<file path="config.mk">
export PLATFORM = sky130hd
export DESIGN_NAME = md_issue_ctrl
export DESIGN_NICKNAME = d
export VERILOG_FILES = /design/src/rtl/md_defs.sv /design/src/rtl/md_issue_ctrl.sv
export SDC_FILE = /design/constraint.sdc
export NUM_CORES = 1
export LEC_CHECK = 0
export ABC_AREA = 1
export CELL_PAD_IN_SITES_DETAIL_PLACEMENT = 0
export CELL_PAD_IN_SITES_GLOBAL_PLACEMENT = 1
export CORE_MARGIN = 8
export CORE_UTILIZATION = 24
export DETAILED_ROUTE_END_ITERATION = 8
export PLACE_DENSITY_LB_ADDON = 0.1
export SYNTH_ARGS = -nofsm -noshare
export SYNTH_HDL_FRONTEND = slang
export SYNTH_SLANG_ARGS = --single-unit
</file>
<file path="constraint.sdc">
create_clock -name clk -period 1.2 [get_ports clk]
set_input_delay 0.12 -clock clk [delete_from_list [all_inputs] [get_ports clk]]
set_output_delay 0.12 -clock clk [all_outputs]
set_load 0.01 [all_outputs]
</file>
<file path="src/rtl/md_defs.sv">
// Shared HI/LO instruction-class encodings and multiply/divide unit latencies.
package md_defs;

  typedef enum logic [2:0] {
    MD_NONE  = 3'd0,
    MD_MULT  = 3'd1,
    MD_MULTU = 3'd2,
    MD_DIV   = 3'd3,
    MD_DIVU  = 3'd4,
    MD_MTHI  = 3'd5,
    MD_MTLO  = 3'd6,
    MD_MF    = 3'd7
  } md_type_e;

  localparam int MD_MULT_LAT = 5;
  localparam int MD_DIV_LAT  = 10;

  typedef enum logic {
    ST_IDLE = 1'b0,
    ST_RUN  = 1'b1
  } md_state_e;

endpackage

</file>
<file path="src/rtl/md_issue_ctrl.sv">
// E-stage issue controller for the HI/LO multiply/divide unit: decode, busy
// shadow counter, D-stage stall and sticky protocol-error flag.
module md_issue_ctrl
  import md_defs::*;
#(
  parameter int MULT_LAT = MD_MULT_LAT,
  parameter int DIV_LAT  = MD_DIV_LAT,
  parameter int CNT_W    = 4
) (
  input  logic             clk,
  input  logic             reset,
  input  logic             e_valid,
  input  logic [2:0]       e_md_type,
  input  logic             d_md_use,
  input  logic             md_busy,
  output logic             md_start,
  output logic             md_op,
  output logic             md_sign,
  output logic             md_we,
  output logic             md_write_sel,
  output logic             stall_d,
  output logic [CNT_W-1:0] pend_cnt,
  output logic             proto_err
);

  md_type_e         md_type;
  md_state_e        state, state_nxt;
  logic [CNT_W-1:0] cnt_nxt;
  logic             is_md, is_mt, idle, is_div, err_now;

  assign md_type = md_type_e'(e_md_type);
  assign idle    = (pend_cnt == '0);
  assign is_div  = (md_type == MD_DIV) || (md_type == MD_DIVU);

  // Decode: start and write enable are only granted while the unit is idle
  always_comb begin
    is_md        = e_valid && (md_type inside {MD_MULT, MD_MULTU, MD_DIV, MD_DIVU});
    is_mt        = e_valid && (md_type inside {MD_MTHI, MD_MTLO});
    md_start     = is_md && idle;
    md_op        = md_start && is_div;
    md_sign      = md_start && ((md_type == MD_MULT) || (md_type == MD_DIV));
    md_we        = is_mt && idle;
    md_write_sel = md_we && (md_type == MD_MTLO);
    stall_d      = d_md_use && (md_start || !idle || md_busy);
  end

  // A HI/LO op reaching E while busy, or busy disagreeing with the shadow
  assign err_now = (md_busy != !idle) || ((is_md || is_mt) && !idle);

  always_comb begin
    state_nxt = state;
    cnt_nxt   = pend_cnt;
    case (state)
      ST_IDLE: begin
        if (md_start) begin
          state_nxt = ST_RUN;
          cnt_nxt   = md_op ? CNT_W'(DIV_LAT) : CNT_W'(MULT_LAT);
        end
      end
      ST_RUN: begin
        cnt_nxt = pend_cnt - 1'b1;
        if (pend_cnt == CNT_W'(1)) state_nxt = ST_IDLE;
      end
      default: begin
        state_nxt = ST_IDLE;
        cnt_nxt   = '0;
      end
    endcase
  end

  always_ff @(posedge clk) begin
    if (reset) begin
      state     <= ST_IDLE;
      pend_cnt  <= '0;
      proto_err <= 1'b0;
    end else begin
      state    <= state_nxt;
      pend_cnt <= cnt_nxt;
      if (err_now) proto_err <= 1'b1;
    end
  end

endmodule

</file>
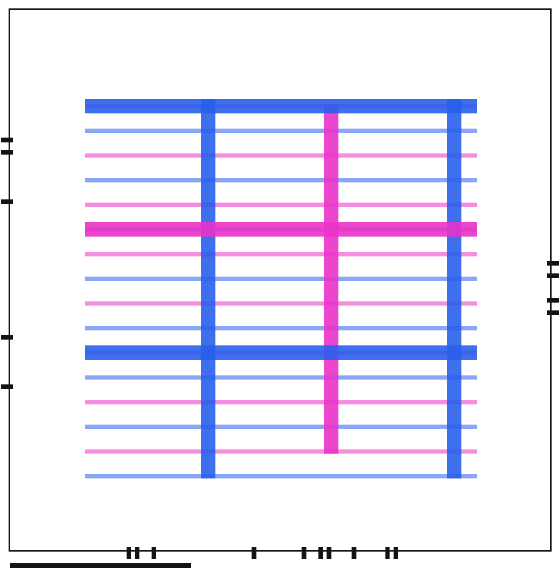
(run_1/power_grid.png)
The bar under the picture is 20 um long. Pins as bars on the die edge.
[blue] VSS
[magenta] VDD
rows: 15
met4 straps: 3

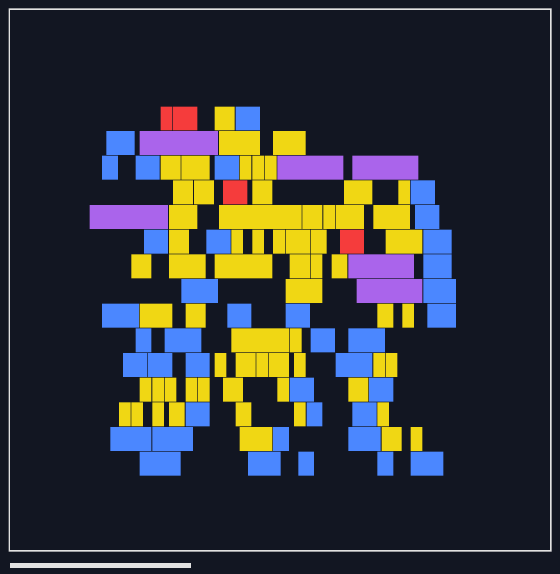
(run_1/placement_by_type.png)
The bar under the picture is 20 um long.
[yellow] combinational and other logic | cells: 64
[blue] other buffers and delay cells | cells: 39
[red] clock drivers and dummy loads | cells: 4
[purple] flops | cells: 6

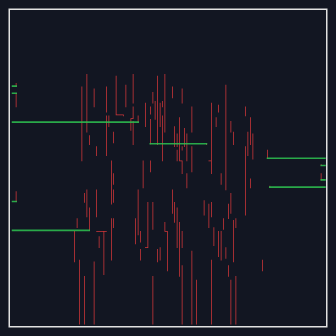
(run_1/wires.png)
Two of the layers only.
[green] metal 3 | wire length: 73.4 um
[red] metal 2 | wire length: 549 um

==> CHANGELOG.md, run 1 <==
## Implementation

* Delay-heaviest family, CP: buffers and inverters
* Peak supply drop at 786 uV
* R2R cell count at 10
* Unrepaired setup endpoints after global routing: true
* Hold buffer count at CTS at 0
* Hold path cells at 2
* Ys Warns at 0
* Arrival time worst endpoint at 1.41 ns
* Reg power frac at 0.208
* Number of buffers created by CTS at 3
* Die Y at 59.6 um
* Worst-path cell chain: inv_4 -> ha_4 -> nand2_4 -> nor2_4 -> buf_6 -> inv_2 -> nor3_2 -> buf_2
* Final clock skew at 0.0149 ns
* Adder Area Share at 0.0549
* Routed Antenna Nets at 0
* Placer congestion estimate at 0.753
* Vias at 551
* Initial DRC Count at 6
* CP startpoint: pend_cnt[0]
* Sequential-to-total area share from yosys stat at 0.264
* Setup TNS at -2.34 ns
* P_leak at 0.494 nW
* Post-Route WL at 1260 um
* Comb pwr share at 0.645
* Clk_lat worst skew at 0.25 ns
* TritonCTS clock tree: yes
* Nets at 124
* Largest net degree at the start of global routing at 7
* N_diodes at 0
* WHS Endpoint: proto_err
* Count of buffer and inverter cells on the critical path at 4
* Die area at 3550 um2
* # Cells Yosys at 70
* Clock network power share at 0.147
* Final WS setup at -0.327 ns
* Post-Route M1 WL at 636 um
* Final std cells w/o fill at 138
* Top non-seq family: simple AND/OR/NAND/NOR gates
* Top Layout Cells: buf_4 (17), nand2_1 (15), inv_1 (10)
* All-Layer GR Usage at 0.0798
* Row count at 15
* Maximum clock rate at 655 MHz
* R2R Path End: pend_cnt[3]
* Worst Path Max Fanout at 3
* # DRC at 0
* Post-Synth Simple-Gate Area at 0.415
* Commonest Layout Cell: buf_4
* Final Setup Violations at 12
* Post-Synthesis Cell Area at 455 um2
* Worst hold margin at 0.441 ns
* Failing checks: negative setup slack
* Max-slew headroom at 0.786
* Placed Area at 842 um2
* Distinct cells, synth at 21
* Clock slew at reported path FFs at 0.06 ns
* Ys flops at 6
* Critical R2R Launch: pend_cnt[0]
* CP max stage delay at 0.35 ns
* Switching pwr at 0.000548 W
* CTS H-tree depth at 1
* Mean post-synth cell area at 6.51 um2
* Initial Util at 0.258
* Switching Share at 0.391
* WL met2 at 549 um
* Met3 WL at 73 um
* Clock Root Buffer: clkbuf_4
* Synth Area in XOR/XNOR at 0.0192
* Buffers added on ports at 18
* Worst EP required at 1.08 ns
* Final Hold Vio Count at 0
* Power Total at 0.00140 W
* Final instance area at 926 um2
* Initial antenna violation count at 0
* # IOs at 19
* Clock Sinks at 6
* HP Class: register to register
* Int Power at 0.000852 W
* Top sig layer: met3
* Synthesized Nets at 80
* Startpoint Class: register
* Crit. End Element: output pin
* DRT Pass-1 Iters at 3
* HP Start: proto_err
* AO/OA Area Share at 0.124
* Chip width at 59.6 um
* Worst setup endpoint: md_write_sel
* Fin crit period at 1.53 ns
* Area fraction in mux cells at 0
* Dpl cells at 131
* Slew Limit Fails at 0
* Worst-Margin Slew at 0.320 ns
* Ratio of final minimum period to clock period at 1.27
* Slowest stage cell, crit path: dfxtp_4
* Tool Warnings at 30
* P per Cell Area at 1510 nW/um2
* Global-route wire length before repair at 2200 um
* MaxCap Viol Count at 0
* Reg2reg setup slack at -0.20 ns
* Worst slack, placed at -0.679 ns
* Vias in the first global route at 537
* Post-Synthesis Cells at 70
* Final core area utilization at 0.525
* Status: complete, but fails checks
* Area delta synth->final at 103%
* HPWL Detailed at 1030 um
* Clk buf depth at 2
* Vias per std cell at 3.99
* WP depth at 8
* GRT overflow at 0
* Wire per inst at 9.12 um
* Share of cells above drive strength 1 at 0.522
* Setup CP Type: register to output pin
* Yosys Chip Area at 455 um2
* Area of the core at 1760 um2
run 1: worst min-delay path: stages (launching register included):
cell and delay (ns):
dfxtp_1 0.30, inv_1 0.04, a21oi_1 0.05
run 1: state kept, by name, summed over array words and instances (netlist names):
register   count
pend_cnt       4
proto_err      1
state          1
run 1: power groups by stage:
stage | logic, W | registers, W | clock network, W
3_3_place_gp | 0.000777 | 0.000296 | 0
3_5_place_dp | 0.000777 | 0.000297 | 0
6_report | 0.000903 | 0.000292 | 0.000206
4_1_cts | 0.000918 | 0.000292 | 0.000217
5_1_grt | 0.000997 | 0.000298 | 0.000229
2_1_floorplan | 0.000364 | 0.000330 | 0
run 1: area by class of cell:
class / count / area [um2]
Fill cell: 194 / 838
Multi-Input combinational cell: 49 / 348
Timing Repair Buffer: 39 / 327
Sequential cell: 6 / 128
Inverter: 15 / 66.3
Tap cell: 25 / 31.3
Clock buffer: 4 / 26.3
run 1: what timing repair did:
item,CTS,global route
buffers inserted,5,0
setup endpoints to repair,17,12
resized,48,6
pin swaps,10,5
run 1: synth_stat cells:
cell type,instances,share of area
a21oi_2,2,0.038
nand2_1,21,0.17
nor3_1,3,0.033
a21oi_1,3,0.033
nand2_2,4,0.055
a31oi_1,1,0.014
o211ai_1,1,0.016
nand3_4,1,0.038
ha_1,2,0.055
nand3_1,1,0.011
o21ai_1,1,0.011
xor2_1,1,0.019
inv_1,13,0.11
inv_2,2,0.016
nand4_1,2,0.027
nand3_2,1,0.022
nor2_1,2,0.016
dfxtp_1,6,0.26
nor2_4,1,0.025
o21ai_0,1,0.011
or2_2,1,0.014
run 1: metal layers:
layer  vias to the layer above  track usage
li1                        306            -
met1                       234       0.0926
met2                        11        0.123
met3                         0       0.0434
met4                         0       0.0204
met5                         -            0
==> run 1 -> run 2 <==
- ABC_CLOCK_PERIOD_IN_PS: unset -> 1200
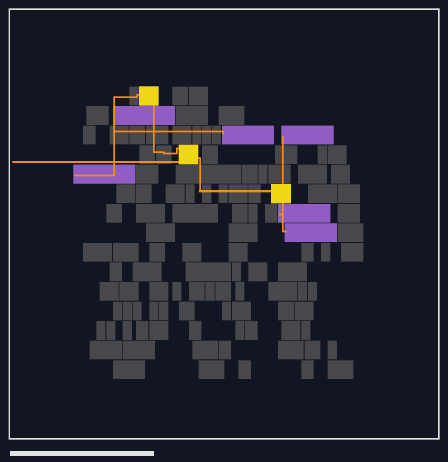
(run_2/clk_routes.png)
The bar under the picture is 20 um long.
[yellow] clock drivers | count: 3
[purple] flip-flops | count: 6
[orange] clock wires | length: 107 um
routed clock nets: 4

==> CHANGELOG.md, run 2 <==
## Implementation

* # Cells Yosys at 70 (unchanged)
* Mean post-synth cell area at 6.51 um2 (unchanged)
* Count of buffer and inverter cells on the critical path at 4 (unchanged)
* Slew Limit Fails at 0 (unchanged)
* Clock slew at reported path FFs at 0.06 ns (about the same)
* Setup TNS at -2.34 ns (unchanged)
* Die Y at 59.6 um (unchanged)
* Initial Util at 0.258 (unchanged)
* All-Layer GR Usage at 0.0798 (unchanged)
* EDFF count, synth at 0 (unchanged)
* Worst EP required at 1.08 ns (about the same)
* Final WS setup at -0.327 ns (unchanged)
* P per Cell Area at 1510 nW/um2 (unchanged)
* HPWL Detailed at 1030 um (unchanged)
* Crit. End Element: output pin (unchanged)
* Vias at 551 (unchanged)
* Largest regs: pend_cnt x4, proto_err x1, state x1 (unchanged)
* Setup CP Type: register to output pin (unchanged)
* Post-synth ARST share at 0 (unchanged)
* Worst slack, placed at -0.679 ns (unchanged)
* Placer congestion estimate at 0.753 (unchanged)
* Yosys top cell by instances: nand2_1 (unchanged)
* Final clock skew at 0.0149 ns (unchanged)
* MaxCap Viol Count at 0 (unchanged)
* Status: complete, but fails checks (unchanged)
* Vias in the first global route at 537 (unchanged)
* Final Setup Violations at 12 (unchanged)
* Worst hold margin at 0.441 ns (unchanged)
* Area share, top type at 0.264 (unchanged)
* CP max stage delay at 0.35 ns (about the same)
* Nets at 124 (unchanged)
* Initial antenna violation count at 0 (unchanged)
* Post-Synthesis Cells at 70 (unchanged)
* Final instance area at 926 um2 (unchanged)
* Failing checks: negative setup slack (unchanged)
* Number of buffers created by CTS at 3 (unchanged)
* Commonest Layout Cell: buf_4 (unchanged)
* Largest net degree at the start of global routing at 7 (unchanged)
* Final std cells w/o fill at 138 (unchanged)
* HP Class: register to register (unchanged)
* TritonCTS clock tree: yes (unchanged)
* GRT overflow at 0 (unchanged)
* Yosys Chip Area at 455 um2 (unchanged)
* Number of flip-flops in the largest register at 4 (unchanged)
* Clk buf depth at 2 (unchanged)
* N_diodes at 0 (unchanged)
* Vias per std cell at 3.99 (unchanged)
* Placed Area at 842 um2 (unchanged)
* Synth area leaders: dfxtp_1 (26%), nand2_1 (17%), inv_1 (11%) (unchanged)
* Startpoint Class: register (unchanged)
* Wire per inst at 9.12 um (unchanged)
* Ys Warns at 0 (unchanged)
* Sequential-to-total area share from yosys stat at 0.264 (unchanged)
* Share of cells above drive strength 1 at 0.522 (unchanged)
* Clk_lat worst skew at 0.25 ns (about the same)
* Final Hold Vio Count at 0 (unchanged)
* # IOs at 19 (unchanged)
* Initial DRC Count at 6 (unchanged)
* Routed Antenna Nets at 0 (unchanged)
* Post-synth top area cell: dfxtp_1 (unchanged)
* Dpl cells at 131 (unchanged)
## run 2: cell counts after synthesis
No cell type changed its count.
## run 2: layer usage
| metal | vias to the layer above | part of all wire | global-route usage |
|---|---|---|---|
| li1 | 306 | - | - |
| met1 | 234 | 0.51 | 0.0926 |
| met2 | 11 | 0.44 | 0.123 |
| met3 | 0 | 0.058 | 0.0434 |
| met4 | 0 | 0 | 0.0204 |
| met5 | - | 0 | 0 |
## run 2: final cells by class
| type | instances | area, um2 |
|---|---|---|
| repair buffers | 39 | 327 |
| fillers | 194 | 838 |
| clock buffers | 4 | 26.3 |
| multi-input cells | 49 | 348 |
| flip-flops and latches | 6 | 128 |
| well taps | 25 | 31.3 |
| inverters | 15 | 66.3 |
## run 2: cells by family (layout without fill, tap and decap cells)
kind of cell             Yosys count  in the layout  synth area share
adder cells (fa/ha/maj)            2              2            0.0549
buffers and inverters             15             58             0.124
XOR/XNOR                           1              1            0.0192
AND/OR/NAND/NOR                   37             37             0.415
AND-OR/OR-AND                      9              9             0.124
flip-flops                         6              6             0.264
## run 2: final timing paths
check                            startpoint            to  slack (ns)  depth (start not counted)
worst max-delay path            pend_cnt[0]  md_write_sel       -0.33                          8
worst min-delay path              proto_err     proto_err        0.44                          2
worst max register to register  pend_cnt[0]   pend_cnt[3]       -0.20                         10
worst min register to register    proto_err     proto_err        0.44                          2
## run 2: power by group
group | switching, W | internal [W]
registers | 0.0000373 | 0.000255
logic | 0.000432 | 0.000471
clock network | 0.0000793 | 0.000126
total | 0.000548 | 0.000852
## run 2: what timing repair did
action,in CTS,in global routing
resized,48,6
endpoints found under the setup margin,17,12
pin swaps,10,5
buffers inserted,5,0
hold endpoints to repair,0,0
Power is estimated from default activity; no workload was simulated.
